==> run_1/clk_routes.png <==
Scale: 3 px per µm.
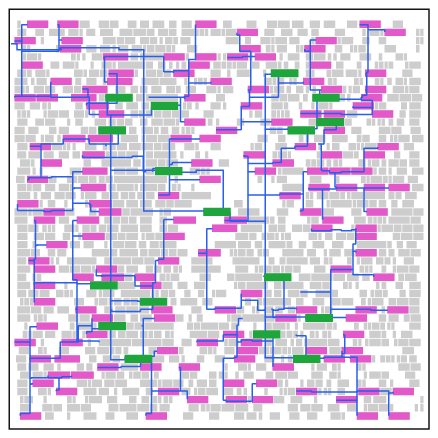
==> run_1/wires.png <==
Scale: 2 px per µm.
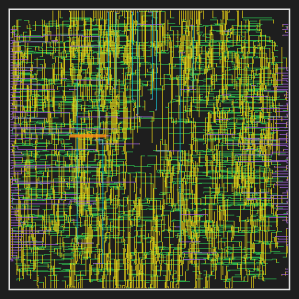
==> run_1/layer_met3.png <==
Scale: 3 px per µm.
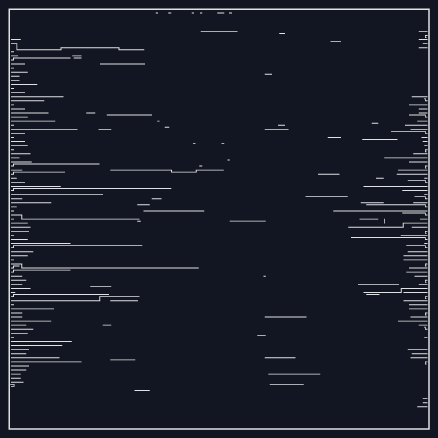
==> src/rtl/fetch_stage.sv <==
// Instruction fetch stage: a single-outstanding-request fetch FSM feeding the IF/ID pipeline register.
// Responses can be parked in a hold buffer while stalled, or dropped after a redirect.
module fetch_stage #(
  parameter logic [31:0] RESET_PC  = 32'h0000_0000,
  parameter logic [31:0] NOP_INSTR = 32'h0000_0013
) (
  input  logic        clk,
  input  logic        rst,
  input  logic [31:0] nxt_pc,
  input  logic        br_flush,
  input  logic        stall,
  output logic        imem_req,
  output logic [31:0] imem_addr,
  input  logic        imem_gnt,
  input  logic        imem_rvalid,
  input  logic [31:0] imem_rdata,
  output logic [31:0] pcF,
  output logic [31:0] pc4F,
  output logic [31:0] instrF,
  output logic        instr_vldF,
  output logic [31:0] pcD,
  output logic [31:0] pc4D,
  output logic [31:0] instrD,
  output logic        vldD
);

  typedef enum logic [1:0] {
    S_REQ  = 2'd0,
    S_WAIT = 2'd1,
    S_HOLD = 2'd2,
    S_DROP = 2'd3
  } state_e;

  state_e      state_q, state_d;
  logic [31:0] pc_q, pc_d;
  logic [31:0] hold_q, hold_d;
  logic [31:0] pcd_q, pcd_d;
  logic [31:0] pc4d_q, pc4d_d;
  logic [31:0] instrd_q, instrd_d;
  logic        vldd_q, vldd_d;
  logic        complete_s;
  logic [31:0] fetch_instr_s;
  logic [31:0] pc_next_s;

  // Fetch addresses are always word aligned.
  assign pc_next_s = {nxt_pc[31:2], 2'b00};

  // State, PC and IF/ID register update.
  always_ff @(posedge clk) begin
    if (rst) begin
      state_q  <= S_REQ;
      pc_q     <= {RESET_PC[31:2], 2'b00};
      hold_q   <= 32'h0000_0000;
      pcd_q    <= 32'h0000_0000;
      pc4d_q   <= 32'h0000_0000;
      instrd_q <= NOP_INSTR;
      vldd_q   <= 1'b0;
    end else begin
      state_q  <= state_d;
      pc_q     <= pc_d;
      hold_q   <= hold_d;
      pcd_q    <= pcd_d;
      pc4d_q   <= pc4d_d;
      instrd_q <= instrd_d;
      vldd_q   <= vldd_d;
    end
  end

  // Fetch FSM next-state, PC redirect and hold-buffer capture.
  always_comb begin
    state_d       = state_q;
    pc_d          = pc_q;
    hold_d        = hold_q;
    complete_s    = 1'b0;
    fetch_instr_s = hold_q;
    case (state_q)
      S_REQ: begin
        if (br_flush) begin
          pc_d    = pc_next_s;
          // A granted request on a redirect must still be drained.
          state_d = imem_gnt ? S_DROP : S_REQ;
        end else if (imem_gnt) begin
          state_d = S_WAIT;
        end else begin
          state_d = S_REQ;
        end
      end
      S_WAIT: begin
        if (br_flush) begin
          pc_d    = pc_next_s;
          state_d = imem_rvalid ? S_REQ : S_DROP;
        end else if (imem_rvalid && stall) begin
          hold_d  = imem_rdata;
          state_d = S_HOLD;
        end else if (imem_rvalid) begin
          complete_s    = 1'b1;
          fetch_instr_s = imem_rdata;
          pc_d          = pc_next_s;
          state_d       = S_REQ;
        end else begin
          state_d = S_WAIT;
        end
      end
      S_HOLD: begin
        if (br_flush) begin
          pc_d    = pc_next_s;
          state_d = S_REQ;
        end else if (!stall) begin
          complete_s    = 1'b1;
          fetch_instr_s = hold_q;
          pc_d          = pc_next_s;
          state_d       = S_REQ;
        end else begin
          state_d = S_HOLD;
        end
      end
      S_DROP: begin
        if (br_flush) begin
          pc_d = pc_next_s;
        end else begin
          pc_d = pc_q;
        end
        state_d = imem_rvalid ? S_REQ : S_DROP;
      end
      default: begin
        state_d = S_REQ;
      end
    endcase
  end

  // IF/ID register: flush > stall > completed fetch > bubble.
  always_comb begin
    pcd_d    = pcd_q;
    pc4d_d   = pc4d_q;
    instrd_d = instrd_q;
    vldd_d   = vldd_q;
    if (br_flush) begin
      instrd_d = NOP_INSTR;
      vldd_d   = 1'b0;
    end else if (stall) begin
      vldd_d = vldd_q;
    end else if (complete_s) begin
      pcd_d    = pc_q;
      pc4d_d   = pc_q + 32'd4;
      instrd_d = fetch_instr_s;
      vldd_d   = 1'b1;
    end else begin
      instrd_d = NOP_INSTR;
      vldd_d   = 1'b0;
    end
  end

  // Fetch-side outputs; the response is forwarded to the predictor in the cycle it arrives.
  always_comb begin
    imem_req   = (state_q == S_REQ) && !rst;
    instrF     = NOP_INSTR;
    instr_vldF = 1'b0;
    if (state_q == S_WAIT && imem_rvalid) begin
      instrF     = imem_rdata;
      instr_vldF = 1'b1;
    end else if (state_q == S_HOLD) begin
      instrF     = hold_q;
      instr_vldF = 1'b1;
    end else begin
      instrF     = NOP_INSTR;
      instr_vldF = 1'b0;
    end
  end

  assign imem_addr = pc_q;
  assign pcF       = pc_q;
  assign pc4F      = pc_q + 32'd4;
  assign pcD       = pcd_q;
  assign pc4D      = pc4d_q;
  assign instrD    = instrd_q;
  assign vldD      = vldd_q;

endmodule

==> config.mk <==
export PLATFORM = sky130hd
export DESIGN_NAME = fetch_stage
export DESIGN_NICKNAME = d
export VERILOG_FILES = /design/src/rtl/fetch_stage.sv
export SDC_FILE = /design/constraint.sdc
export NUM_CORES = 1
export LEC_CHECK = 0
export CAP_MARGIN = 20
export CORE_MARGIN = 1
export CORE_UTILIZATION = 39
export CTS_CLUSTER_SIZE = 16
export DETAILED_ROUTE_END_ITERATION = 7
export GPL_ROUTABILITY_DRIVEN = 0
export PLACE_DENSITY_LB_ADDON = 0.05
export SYNTH_ARGS = -nofsm -noshare
export SYNTH_HDL_FRONTEND = slang
export SYNTH_SLANG_ARGS = --single-unit
export TNS_END_PERCENT = 20
==> constraint.sdc <==
create_clock -name clk -period 2.1 [get_ports clk]
set_clock_uncertainty 0.1 [all_clocks]
set_input_delay 0.42 -clock clk [delete_from_list [all_inputs] [get_ports clk]]
set_output_delay 0.42 -clock clk [all_outputs]
set_load 0.02 [all_outputs]
==> run notes, run 1 <==
Flow results.

- The run finished, with violations left.
- The checks that failed: setup timing.
- The number of clock buffers in the layout is 19.
- Across all setup checks in the final design, the least slack found is -0.505 ns.
- Ranked by total cell area, the synthesized netlist is headed by sky130_fd_sc_hd__dfxtp_1, sky130_fd_sc_hd__nand2_1, sky130_fd_sc_hd__a21oi_1.
- The fraction of registers with async set/reset is 0%.
- The global route stage reports its total congestion overflow as 0.
- The start of the worst register-to-register path is state_q[1].
- The adder-cell share of the synthesized area is 1.02%.
- The H-tree depth is 4.
- The HPWL after detailed placement is 16.7 mm.
- Looking at the cell usage after synthesis, the top flip-flop cell is sky130_fd_sc_hd__dfxtp_1.
- The routed via count divided by cell count is 4.98.
- The number of antenna violations at the first check in global routing was 1.
- The number of warnings reported in the yosys synthesis log is 0.
- The total detailed-routing wirelength is 26.3 mm.
- The clock reaches the later pin of the worst-skew pair after 0.43 ns.
- The number of well-tap cells placed is 229.
- Yosys mapped a number of flops with a built-in enable equal to 0.
- The worst min-delay path endpoint is pc4D[10].
- The non-clock inverter instance count of the final layout is 26.
- Looking at area per cell type in the netlist, the leader is sky130_fd_sc_hd__dfxtp_1.
- The number of endpoints failing setup at the final stage is 64.
Notes on clk_routes.png above:
[clock wires] blue | length: 2,090 µm
[flip-flops] magenta | count: 157
[clock drivers] green | count: 17
routed clock nets: 18

Notes on wires.png above:
[metal 5] orange | wire length: 16.6 µm
[metal 1] green | wire length: 10,800 µm
[metal 2] yellow | wire length: 13,200 µm
[metal 4] cyan | wire length: 585 µm
[metal 3] purple | wire length: 1,640 µm

Notes on layer_met3.png above:
wire length on this layer: 1,640 µm
main direction: horizontal
grt met3 use: 6.64%
total number of vias: 7,683

==> run 1: layout by cell type, fill, tap and decap left out, types with 12 or more instances in the layout <==
cell,count
sky130_fd_sc_hd__a21oi_1,72
sky130_fd_sc_hd__a21oi_2,15
sky130_fd_sc_hd__a22oi_1,28
sky130_fd_sc_hd__buf_12,17
sky130_fd_sc_hd__buf_4,151
sky130_fd_sc_hd__buf_6,72
sky130_fd_sc_hd__clkbuf_16,17
sky130_fd_sc_hd__clkdlybuf4s50_1,179
sky130_fd_sc_hd__dfxtp_1,133
sky130_fd_sc_hd__dfxtp_2,13
sky130_fd_sc_hd__dlygate4sd2_1,20
sky130_fd_sc_hd__dlymetal6s2s_1,22
sky130_fd_sc_hd__inv_1,23
sky130_fd_sc_hd__mux2_2,31
sky130_fd_sc_hd__mux2i_1,30
sky130_fd_sc_hd__nand2_1,177
sky130_fd_sc_hd__nand2_2,18
sky130_fd_sc_hd__nand3_1,33
sky130_fd_sc_hd__nand4_1,12
sky130_fd_sc_hd__nor2_1,80
sky130_fd_sc_hd__o21a_1,16
sky130_fd_sc_hd__xnor2_2,13
==> run 1: worst max path at each step <==
stage	end	cells past startpoint	startpoint
6_report	pc4F[24]	6	imem_addr[3]
5_1_grt	pc4F[24]	6	imem_addr[3]
4_1_cts	pc4F[23]	5	imem_addr[5]
3_5_place_dp	pc4F[24]	6	imem_addr[2]
3_3_place_gp	pc4F[24]	6	imem_addr[2]
2_1_floorplan	pc4F[24]	5	imem_addr[2]
==> run 1: registers in the layout, summed over array words and instances, names as in the netlist <==
signal / cells
vldD: 1
pc4D: 30
hold_q: 32
state_q: 2
instrD: 32
imem_addr: 30
pcD: 30
==> run 1: power breakdown <==
group	switching (mW)	internal [mW]
registers	0.0634	3.04
clock network	1.30	1.91
logic	0.804	0.801
total	2.16	5.75
==> run_1/clocks.png <==
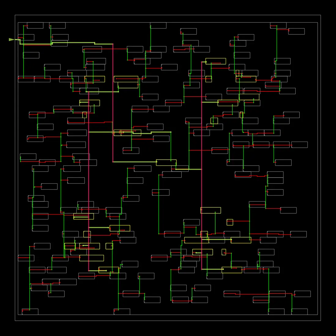

==> inputs of run 2 (changes only) <==
Settings changed: CORE_UTILIZATION 39 to 45.
Clock period 2.1 ns to 3 ns, I/O delays scaled along.
==> run_2/clocks.png <==
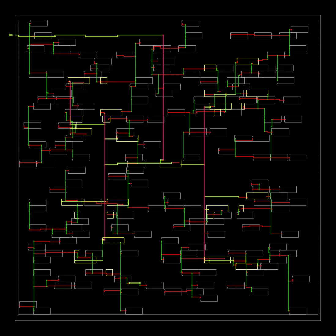
number of flip-flops and latches: 157
number of CTS-inserted buffers: 17
power attributed to the clock group: 1.95 mW
clock network latency to the later pin of the worst-skew pair: 0.42 ns

==> run_2/layer_met3.png <==
Scale: 4 px per µm.
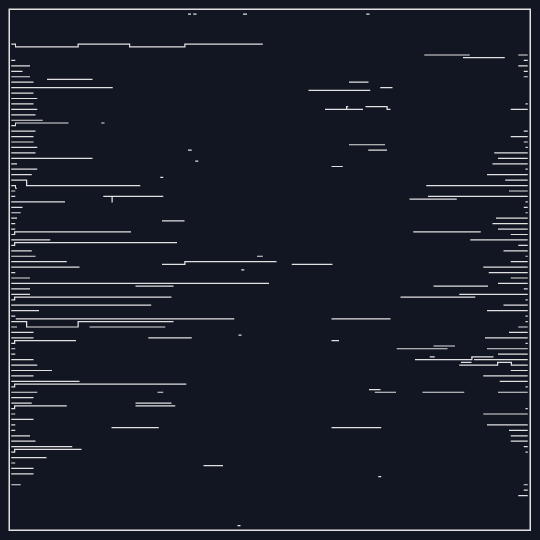
wire length on this layer: 1,610 µm
nets with wire on the layer: 168
main direction: horizontal
longest straight run: 64.2 µm
grt met3 use: 7.26%
detailed-route wire length: 22.2 mm
total number of vias: 7,081

==> run_2/clk_routes.png <==
Scale: 4 px per µm.
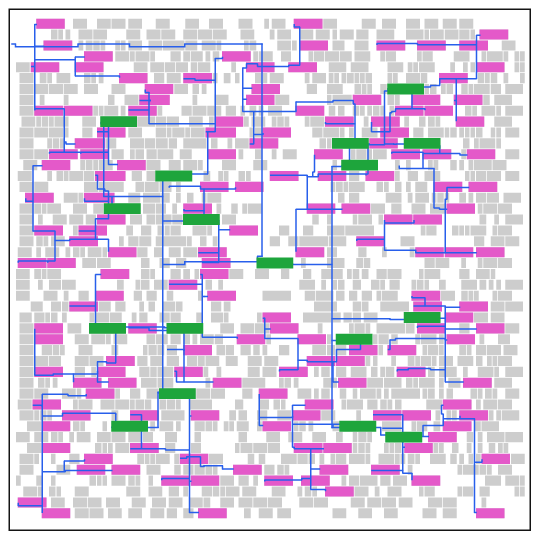
part of the power in the clock network: 39.0%

==> run 2 against run 1 <==
Net effect: synthesized cell count stayed put; first-iteration DRC count is 60% higher; die size is 13% lower; register-to-register slack better by 0.79 ns; largest power group is now registers; combinational power is 46% lower; sequential cell count stayed put; area after synthesis stayed put; sequential share of layout area is 4.1 points higher; the flow now finishes without violations.
==> run notes, run 2 <==
Flow results.

- The worst max-slew margin expressed relative to the limit is 50.5%.
- The multi-input combinational cell area is 3590 µm².
- The adder-cell share of the synthesized area is 1.02% (unchanged).
- The number of inserted filler cells in the final layout is 1,390.
- Summing all placed instances gives a cell area of 10,400 µm².
- The required time of the worst setup path is 2.30 ns.
- Across the run, the number of max-cap violations was 0.
- Clock tree buffers and inverters occupy 4.89% of the routed design's cell area.
- The worst hold slack after final layout is 0.352 ns.
- The HPWL after detailed placement is 15.1 mm (-9.4%).
- The main area contributors are sky130_fd_sc_hd__dfxtp_1, sky130_fd_sc_hd__nand2_1, sky130_fd_sc_hd__a21oi_1.
- Ranking logic cells in the layout by count gives the top entries sky130_fd_sc_hd__clkdlybuf4s50_1, sky130_fd_sc_hd__nand2_1, sky130_fd_sc_hd__dfxtp_1.
- The number of clock buffers in the layout was 21 (+2).
- In this run the critical path is formed by ha_2 > nand4_2 > or4_4 > nor3_2 > xor2_1 > buf_4.
- sky130_fd_sc_hd__dfxtp_1 takes more of the synthesized area than any other cell.
- The number of endpoints failing setup at the final stage came to 0 (-100%).
- The number of enable flip-flop cells is 0 (unchanged).
- The final worst slack is 0.0520 ns (+0.556 ns).
- The residual overflow from global routing came to 0 (unchanged).
- The H-tree depth is 4 (unchanged).
- The non-clock inverter instance count of the final layout is 26 (unchanged).
- The flow ran to the end, and the final reports show no timing, DRC or antenna violations.
- The routed via count divided by cell count is 5.04 (+1.2%).
- The first TritonRoute pass finished after 5 iterations.
- The number of antenna violations at the first check in global routing was 0 (-1).
- The area fraction of the largest cell type after synthesis is 42.7%.
- Across the whole layout, multi-input logic makes up 32.7% of the cell area.
- The violation count after the first detailed-route iteration is 467.
- Leaving out fill and tap cells, the most frequent cell in the layout is sky130_fd_sc_hd__clkdlybuf4s50_1.
- The number of well-tap cells placed is 216 (-5.7%).
- The fraction of registers with async set/reset is 0% (unchanged).
- The global routing stage identified its most utilized layer as met2.
- Setup slack on the worst path after placement came out at -0.0258 ns.
- Among all flip-flop cells after synthesis, the most frequent one is sky130_fd_sc_hd__dfxtp_1.
- The number of warnings reported in the yosys synthesis log was 0 (unchanged).
-- run 2: cell types whose count changed in the layout (fill, tap and decap cells not counted), moves of 11 or more --
cell | previous run | this run
sky130_fd_sc_hd__dfxtp_1 | 133 | 152
sky130_fd_sc_hd__a21oi_2 | 15 | 0
sky130_fd_sc_hd__nand2_2 | 18 | 0
sky130_fd_sc_hd__nand2_1 | 177 | 206
sky130_fd_sc_hd__nand2_4 | 11 | 0
sky130_fd_sc_hd__buf_4 | 151 | 52
sky130_fd_sc_hd__a21oi_1 | 72 | 87
sky130_fd_sc_hd__buf_6 | 72 | 1
sky130_fd_sc_hd__xnor2_1 | 1 | 17
sky130_fd_sc_hd__dfxtp_4 | 11 | 0
sky130_fd_sc_hd__clkdlybuf4s50_1 | 179 | 232
-- run 2: kinds of logic after synthesis --
kind of cell               count (synthesis)
muxes                                     62
adders and majority gates                  6
DFF                                      157
AOI/OAI and AO/OA                        142
buffers and inverters                    131
other                                      1
xor gates and xnor gates                  28
and+or+nand+nor                          386
-- run 2: final timing paths --
path	slack [ns]	depth (start not counted)	to	from
worst max-delay path	0.05	6	pc4F[24]	imem_addr[2]
worst min-delay path	0.35	2	pcD[12]	pcD[12]
worst max register to register	0.77	9	instrD[11]	state_q[1]
worst min register to register	0.35	2	pcD[12]	pcD[12]
-- run 2: where the power goes --
part           internal [mW]  switching [mW]
clock                   1.11           0.839
combinational          0.404           0.466
sequential              2.13          0.0492
-- run 2: routing by layer --
| layer | wire (µm) | vias up |
|---|---|---|
| met3 | 1610 | 27 |
| met5 | 0 | - |
| li1 | - | 3520 |
| met2 | 10900 | 234 |
| met1 | 9270 | 3300 |
| met4 | 428 | 0 |
Power and IR drop assume default switching activity.
